Floorplan with the power grid:
The bar under the picture is 100 µm long. Pins as bars on the die edge.
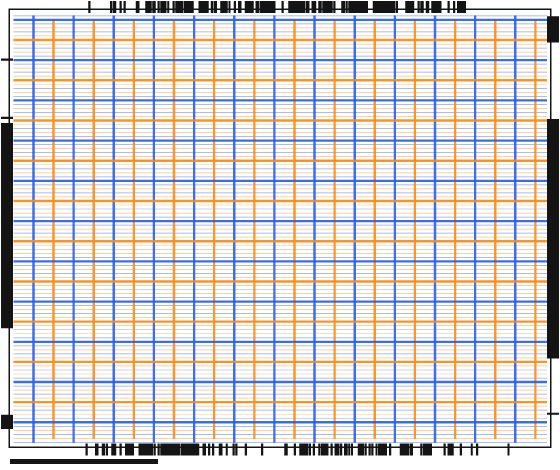
Cell classes on the final placement:
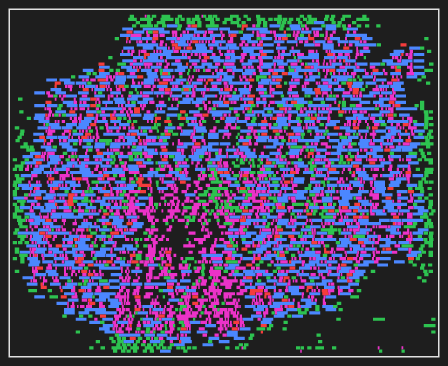
Routed clock nets over the placement:
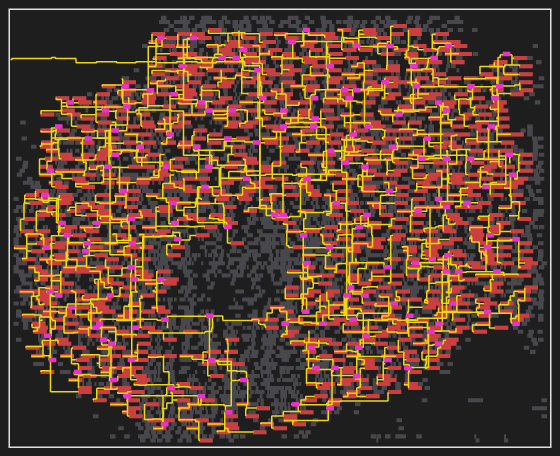
[config.mk]
export PLATFORM = sky130hd
export DESIGN_NAME = st2cl_post_afu_flat
export DESIGN_NICKNAME = d
export VERILOG_FILES = /design/src/rtl/st2cl_post_afu_if.sv /design/src/rtl/st2cl_post_afu.sv /design/src/flat_wrapper.sv
export SDC_FILE = /design/constraint.sdc
export NUM_CORES = 2
export LEC_CHECK = 0
export CORE_AREA = 2 2 363 293
export CTS_BUF_LIST = sky130_fd_sc_hd__clkbuf_8
export DETAILED_ROUTE_END_ITERATION = 6
export DIE_AREA = 0 0 365 295
export GPL_TIMING_DRIVEN = 0
export PLACE_DENSITY_LB_ADDON = 0.3
export SLEW_MARGIN = 25
export SYNTH_ARGS = -nofsm -noshare
export SYNTH_HDL_FRONTEND = slang
export SYNTH_SLANG_ARGS = --single-unit
[constraint.sdc]
create_clock -name clk -period 3.6 [get_ports clk]
set_clock_uncertainty 0.1 [all_clocks]
set_input_delay 0.36 -clock clk [delete_from_list [all_inputs] [get_ports clk]]
set_output_delay 0.36 -clock clk [all_outputs]
set_load 0.05 [all_outputs]
[src/rtl/st2cl_post_afu_if.sv]
// Stream-side and FIFO-side signals of the stream-to-cache-line packer.
// The master drives samples and FIFO status. The slave (the packer) drives ready, lines and status.
interface st2cl_post_afu_if #(
  parameter int CL = 512,
  parameter int ST = 12
);
  logic [ST-1:0] sink_data;
  logic          sink_valid;
  logic          sink_sop;
  logic          sink_eop;
  logic          sink_ready;
  logic          ff_almost_full;
  logic          ff_wrreq;
  logic [CL-1:0] ff_data;
  logic          ff_wr_finish;
  logic          frame_err;

  modport master (
    output sink_data, sink_valid, sink_sop, sink_eop, ff_almost_full,
    input  sink_ready, ff_wrreq, ff_data, ff_wr_finish, frame_err
  );

  modport slave (
    input  sink_data, sink_valid, sink_sop, sink_eop, ff_almost_full,
    output sink_ready, ff_wrreq, ff_data, ff_wr_finish, frame_err
  );
endinterface

[src/rtl/st2cl_post_afu.sv]
// Packs a framed Avalon-ST sample stream into cache lines: a 16-bit head
// (length/err/first/last) followed by up to SPL samples, one line per FIFO write.
module st2cl_post_afu #(
  parameter int CL         = 512,
  parameter int CL_HEAD    = 16,
  parameter int CL_PAYLOAD = CL - CL_HEAD,
  parameter int ST         = 12,
  parameter int W_LEN      = 10
) (
  input  logic clk,
  input  logic rst_n,
  st2cl_post_afu_if.slave bus
);
  localparam int SPL   = CL_PAYLOAD / ST;
  localparam int PAY_W = ST * SPL;

  typedef enum logic {S_IDLE, S_PACK} state_t;

  state_t             r_state, w_next_state;
  logic [W_LEN-1:0]   r_count, w_next_count, w_cnt1, w_e_len;
  logic [PAY_W-1:0]   r_payload, w_next_payload, w_full_pay, w_e_pay;
  logic               r_first, w_next_first;
  logic               r_pend, w_set_pend;
  logic               r_sink_ready;
  logic               r_vld_p1, r_fin_p1, r_ferr_p1;
  logic [CL-1:0]      r_line_p1, w_line;
  logic               w_acc, w_emit, w_e_first, w_e_last, w_e_err, w_ferr;

  function automatic logic [PAY_W-1:0] place(input logic [ST-1:0] s, input logic [W_LEN-1:0] k);
    logic [PAY_W-1:0] v;
    v = '0;
    v[ST-1:0] = s;
    return v << (ST * k);
  endfunction

  function automatic logic [CL_HEAD-1:0] make_head(input logic [W_LEN-1:0] len,
                                                   input logic err, input logic first,
                                                   input logic last);
    logic [CL_HEAD-1:0] h;
    h = '0;
    h[W_LEN-1:0]   = len;
    h[CL_HEAD-3]   = err;
    h[CL_HEAD-2]   = first;
    h[CL_HEAD-1]   = last;
    return h;
  endfunction

  assign w_acc      = bus.sink_valid & r_sink_ready;
  assign w_cnt1     = r_count + W_LEN'(1);
  assign w_full_pay = r_payload | place(bus.sink_data, r_count);

  always_comb begin
    w_next_state   = r_state;
    w_next_count   = r_count;
    w_next_payload = r_payload;
    w_next_first   = r_first;
    w_set_pend     = 1'b0;
    w_emit         = 1'b0;
    w_e_len        = '0;
    w_e_pay        = '0;
    w_e_first      = 1'b0;
    w_e_last       = 1'b0;
    w_e_err        = 1'b0;
    w_ferr         = 1'b0;
    if (r_pend) begin
      // Deferred single-sample frame that collided with an error-line emit.
      w_emit         = 1'b1;
      w_e_len        = r_count;
      w_e_pay        = r_payload;
      w_e_first      = r_first;
      w_e_last       = 1'b1;
      w_next_state   = S_IDLE;
      w_next_count   = '0;
      w_next_payload = '0;
      w_next_first   = 1'b0;
    end else if (w_acc) begin
      if (bus.sink_sop) begin
        if (r_state == S_PACK) begin
          w_ferr = 1'b1;
          if (r_count != '0) begin
            w_emit    = 1'b1;
            w_e_len   = r_count;
            w_e_pay   = r_payload;
            w_e_first = r_first;
            w_e_last  = 1'b1;
            w_e_err   = 1'b1;
          end
        end
        w_next_state   = S_PACK;
        w_next_count   = W_LEN'(1);
        w_next_payload = place(bus.sink_data, '0);
        w_next_first   = 1'b1;
        if (bus.sink_eop) begin
          if (w_emit) begin
            w_set_pend = 1'b1;
          end else begin
            w_emit         = 1'b1;
            w_e_len        = W_LEN'(1);
            w_e_pay        = place(bus.sink_data, '0);
            w_e_first      = 1'b1;
            w_e_last       = 1'b1;
            w_next_state   = S_IDLE;
            w_next_count   = '0;
            w_next_payload = '0;
            w_next_first   = 1'b0;
          end
        end
      end else if (r_state == S_IDLE) begin
        w_ferr = 1'b1;
      end else if (bus.sink_eop || (w_cnt1 == W_LEN'(SPL))) begin
        w_emit         = 1'b1;
        w_e_len        = w_cnt1;
        w_e_pay        = w_full_pay;
        w_e_first      = r_first;
        w_e_last       = bus.sink_eop;
        w_next_count   = '0;
        w_next_payload = '0;
        w_next_first   = 1'b0;
        if (bus.sink_eop) w_next_state = S_IDLE;
      end else begin
        w_next_count   = w_cnt1;
        w_next_payload = w_full_pay;
      end
    end
  end

  always_comb begin
    w_line = '0;
    w_line[CL_HEAD-1:0]      = make_head(w_e_len, w_e_err, w_e_first, w_e_last);
    w_line[CL_HEAD +: PAY_W] = w_e_pay;
  end

  always_ff @(posedge clk or negedge rst_n) begin
    if (!rst_n) begin
      r_state   <= S_IDLE;
      r_count   <= '0;
      r_payload <= '0;
      r_first   <= 1'b0;
      r_pend    <= 1'b0;
    end else begin
      r_state   <= w_next_state;
      r_count   <= w_next_count;
      r_payload <= w_next_payload;
      r_first   <= w_next_first;
      r_pend    <= w_set_pend;
    end
  end

  // Output stage: completed line presented one cycle after its accept edge.
  always_ff @(posedge clk or negedge rst_n) begin
    if (!rst_n) begin
      r_sink_ready <= 1'b0;
      r_vld_p1     <= 1'b0;
      r_line_p1    <= '0;
      r_fin_p1     <= 1'b0;
      r_ferr_p1    <= 1'b0;
    end else begin
      r_sink_ready <= !bus.ff_almost_full && !w_set_pend;
      r_vld_p1     <= w_emit;
      if (w_emit) r_line_p1 <= w_line;
      r_fin_p1     <= w_emit & w_e_last & !w_e_err;
      r_ferr_p1    <= w_ferr;
    end
  end

  assign bus.sink_ready   = r_sink_ready;
  assign bus.ff_wrreq     = r_vld_p1;
  assign bus.ff_data      = r_line_p1;
  assign bus.ff_wr_finish = r_fin_p1;
  assign bus.frame_err    = r_ferr_p1;
endmodule

[src/flat_wrapper.sv]
// flat-port wrapper written by rule: the top's interface ports become plain ports
module st2cl_post_afu_flat 
#(
  parameter int CL         = 512,
  parameter int CL_HEAD    = 16,
  parameter int CL_PAYLOAD = CL - CL_HEAD,
  parameter int ST         = 12,
  parameter int W_LEN      = 10
)
  (clk, rst_n, bus_sink_data, bus_sink_valid, bus_sink_sop, bus_sink_eop, bus_ff_almost_full, bus_sink_ready, bus_ff_wrreq, bus_ff_data, bus_ff_wr_finish, bus_frame_err);
  st2cl_post_afu_if #(.CL(CL), .ST(ST)) bus_i ();
  input  logic clk;
  input  logic rst_n;
  input wire logic [$bits(bus_i.sink_data)-1:0] bus_sink_data;
  input wire logic [$bits(bus_i.sink_valid)-1:0] bus_sink_valid;
  input wire logic [$bits(bus_i.sink_sop)-1:0] bus_sink_sop;
  input wire logic [$bits(bus_i.sink_eop)-1:0] bus_sink_eop;
  input wire logic [$bits(bus_i.ff_almost_full)-1:0] bus_ff_almost_full;
  output wire logic [$bits(bus_i.sink_ready)-1:0] bus_sink_ready;
  output wire logic [$bits(bus_i.ff_wrreq)-1:0] bus_ff_wrreq;
  output wire logic [$bits(bus_i.ff_data)-1:0] bus_ff_data;
  output wire logic [$bits(bus_i.ff_wr_finish)-1:0] bus_ff_wr_finish;
  output wire logic [$bits(bus_i.frame_err)-1:0] bus_frame_err;
  assign bus_i.sink_data = bus_sink_data;
  assign bus_i.sink_valid = bus_sink_valid;
  assign bus_i.sink_sop = bus_sink_sop;
  assign bus_i.sink_eop = bus_sink_eop;
  assign bus_i.ff_almost_full = bus_ff_almost_full;
  assign bus_sink_ready = bus_i.sink_ready;
  assign bus_ff_wrreq = bus_i.ff_wrreq;
  assign bus_ff_data = bus_i.ff_data;
  assign bus_ff_wr_finish = bus_i.ff_wr_finish;
  assign bus_frame_err = bus_i.frame_err;
  st2cl_post_afu #(.CL(CL), .CL_HEAD(CL_HEAD), .CL_PAYLOAD(CL_PAYLOAD), .ST(ST), .W_LEN(W_LEN)) u_core (.clk(clk), .rst_n(rst_n), .bus(bus_i));
endmodule
==> flow_summary.html <==
<h3>Flow metrics</h3>
<table>
<tr><th>Metric</th><th>Value</th></tr>
<tr><th colspan="2">Routing</th></tr>
<tr><td>Violation count after the first detailed-route iteration</td><td>6223</td></tr>
<tr><td>Post-route DRC</td><td>1</td></tr>
<tr><td>Ratio of routed vias to standard cells</td><td>6.277</td></tr>
<tr><td>Met1 Wirelength</td><td>74.64 mm</td></tr>
<tr><td>Length of routed met2 wiring</td><td>85.33 mm</td></tr>
<tr><td>Wire length on met3</td><td>28.95 mm</td></tr>
<tr><td>WL per Instance</td><td>31.65 µm</td></tr>
<tr><th colspan="2">Synthesis</th></tr>
<tr><td>Synth Instances</td><td>4014</td></tr>
<tr><td>Number of distinct library cell variants in the gate-level netlist after synthesis</td><td>63</td></tr>
<tr><td>Asr flop ratio synth</td><td>100.0%</td></tr>
<tr><td>Area leader share</td><td>61.44%</td></tr>
<tr><td>Top cells by count, synth</td><td>sky130_fd_sc_hd__dfrtp_1 (1014), sky130_fd_sc_hd__o21ai_0 (608), sky130_fd_sc_hd__nand2_1 (403)</td></tr>
<tr><th colspan="2">Job</th></tr>
<tr><td>Log Warnings</td><td>58</td></tr>
<tr><th colspan="2">Power and ir drop</th></tr>
<tr><td>Net switching component of the power</td><td>11550 µW</td></tr>
<tr><td>Power in combinational cells</td><td>8260 µW</td></tr>
<tr><td>Top power group</td><td>registers</td></tr>
<tr><td>Pleak</td><td>0.02423 µW</td></tr>
<tr><td>Clock Power</td><td>9970 µW</td></tr>
<tr><th colspan="2">Global routing</th></tr>
<tr><td>Highest-utilization routing layer at the global route stage</td><td>met2</td></tr>
<tr><td>GRT Util Overall</td><td>36.24%</td></tr>
<tr><td>Global-route track usage on met2</td><td>52.76%</td></tr>
<tr><td>Maximum number of pins on one net before global-route repair</td><td>138</td></tr>
<tr><td>Via count of the first global-routing pass</td><td>37300</td></tr>
<tr><td>Global-route wire length before repair</td><td>276.4 mm</td></tr>
<tr><th colspan="2">Final timing</th></tr>
<tr><td>Slew at the pin closest to its max-slew limit</td><td>0.9594 ns</td></tr>
<tr><td>Final critical-path required period</td><td>3.605 ns</td></tr>
<tr><td>Worst-case hold slack</td><td>0.2374 ns</td></tr>
<tr><td>Max frequency</td><td>277.4 MHz</td></tr>
<tr><td>Final-layout setup total negative slack</td><td>-0.004997 ns</td></tr>
<tr><td>RSZ-0062 raised after global routing</td><td>true</td></tr>
<tr><td>Final setup slack of the worst path</td><td>-0.004997 ns</td></tr>
<tr><td>Final setup violation count</td><td>1</td></tr>
<tr><th colspan="2">CTS</th></tr>
<tr><td>Worst-path clk slew</td><td>0.06 ns</td></tr>
<tr><td>Clock insertion delay at the later pin of the skew report</td><td>0.88 ns</td></tr>
<tr><td>Resized Gates After CTS</td><td>571</td></tr>
<tr><th colspan="2">Worst setup path</th></tr>
<tr><td>Worst path max stage delay</td><td>0.44 ns</td></tr>
<tr><td>Critical-path maximum fanout</td><td>10</td></tr>
<tr><td>Element type at the critical path start</td><td>register</td></tr>
<tr><td>Number of logic stages on the critical path including buffering</td><td>13</td></tr>
<tr><td>Critical path buffers and inverters</td><td>4</td></tr>
<tr><td>Worst R2R Start</td><td>u_core.r_count[1]$_DFFE_PN0P_</td></tr>
<tr><td>Crit Path Category</td><td>register to register</td></tr>
<tr><td>Slowest-stage cell, CP</td><td>sky130_fd_sc_hd__clkbuf_4</td></tr>
<tr><th colspan="2">Floorplanning</th></tr>
<tr><td># IOs</td><td>534</td></tr>
<tr><td>Total die size</td><td>107700 µm²</td></tr>
<tr><td>Die W</td><td>365 µm</td></tr>
<tr><th colspan="2">Place</th></tr>
<tr><td>Tally of buffers added on design ports</td><td>523</td></tr>
<tr><td>Post-DP HPWL</td><td>143.3 mm</td></tr>
<tr><th colspan="2">Layout</th></tr>
<tr><td>Final layout net count</td><td>4804</td></tr>
<tr><td>Logic area</td><td>15580 µm²</td></tr>
<tr><td>Top class by area</td><td>registers</td></tr>
<tr><td>Seq. cell area</td><td>25380 µm²</td></tr>
<tr><td>Comb gates</td><td>2629</td></tr>
<tr><td>Non-Filler Instances</td><td>6292</td></tr>
<tr><td>Top logic cells by instance count in the layout</td><td>sky130_fd_sc_hd__dfrtp_1 (1013), sky130_fd_sc_hd__o21ai_0 (577), sky130_fd_sc_hd__clkdlybuf4s50_1 (522)</td></tr>
<tr><td>Layout clock buffers</td><td>194</td></tr>
<tr><td>Diode insertion count for antenna repair</td><td>7</td></tr>
<tr><td>Clock Network Area Fraction</td><td>5.819%</td></tr>
<tr><th colspan="2">Status</th></tr>
<tr><td>Violated checks</td><td>design-rule violations, negative setup slack</td></tr>
<tr><td>Status</td><td>complete, but fails checks</td></tr>
<tr><th colspan="2">Worst hold path</th></tr>
<tr><td>Worst Hold End</td><td>u_core.r_pend$_DFF_PN0_</td></tr>
<tr><td>Class of the tightest hold or removal check</td><td>input port to register</td></tr>
</table>
About 'floorplan with the power grid':
legend:
  orange:
    net: VDD
  blue:
    net: VSS
met1 rails: 107
met4 straps: 26
met5 straps: 21

About 'cell classes on the final placement':
legend:
  green:
    class: other buffers and delay cells
    cells: 903
  magenta:
    class: all other logic
    cells: 2690
  blue:
    class: flip-flops
    cells: 1014
  red:
    class: clock drivers and dummy loads
    cells: 274
final core utilization: 52.34%
sequential share of cell area: 46.63%
count of standard-cell rows: 106
final instance area: 54420 µm²
Placeable Area: 104000 µm²

About 'routed clock nets over the placement':
legend:
  red:
    item: flip-flops
    count: 1014
  yellow:
    item: clock wires
    length: 13500 µm
  magenta:
    item: cells driving clock nets
    count: 160
flops lie: widely spread

Power figures rest on the tool's default switching activity, not on a simulated workload.
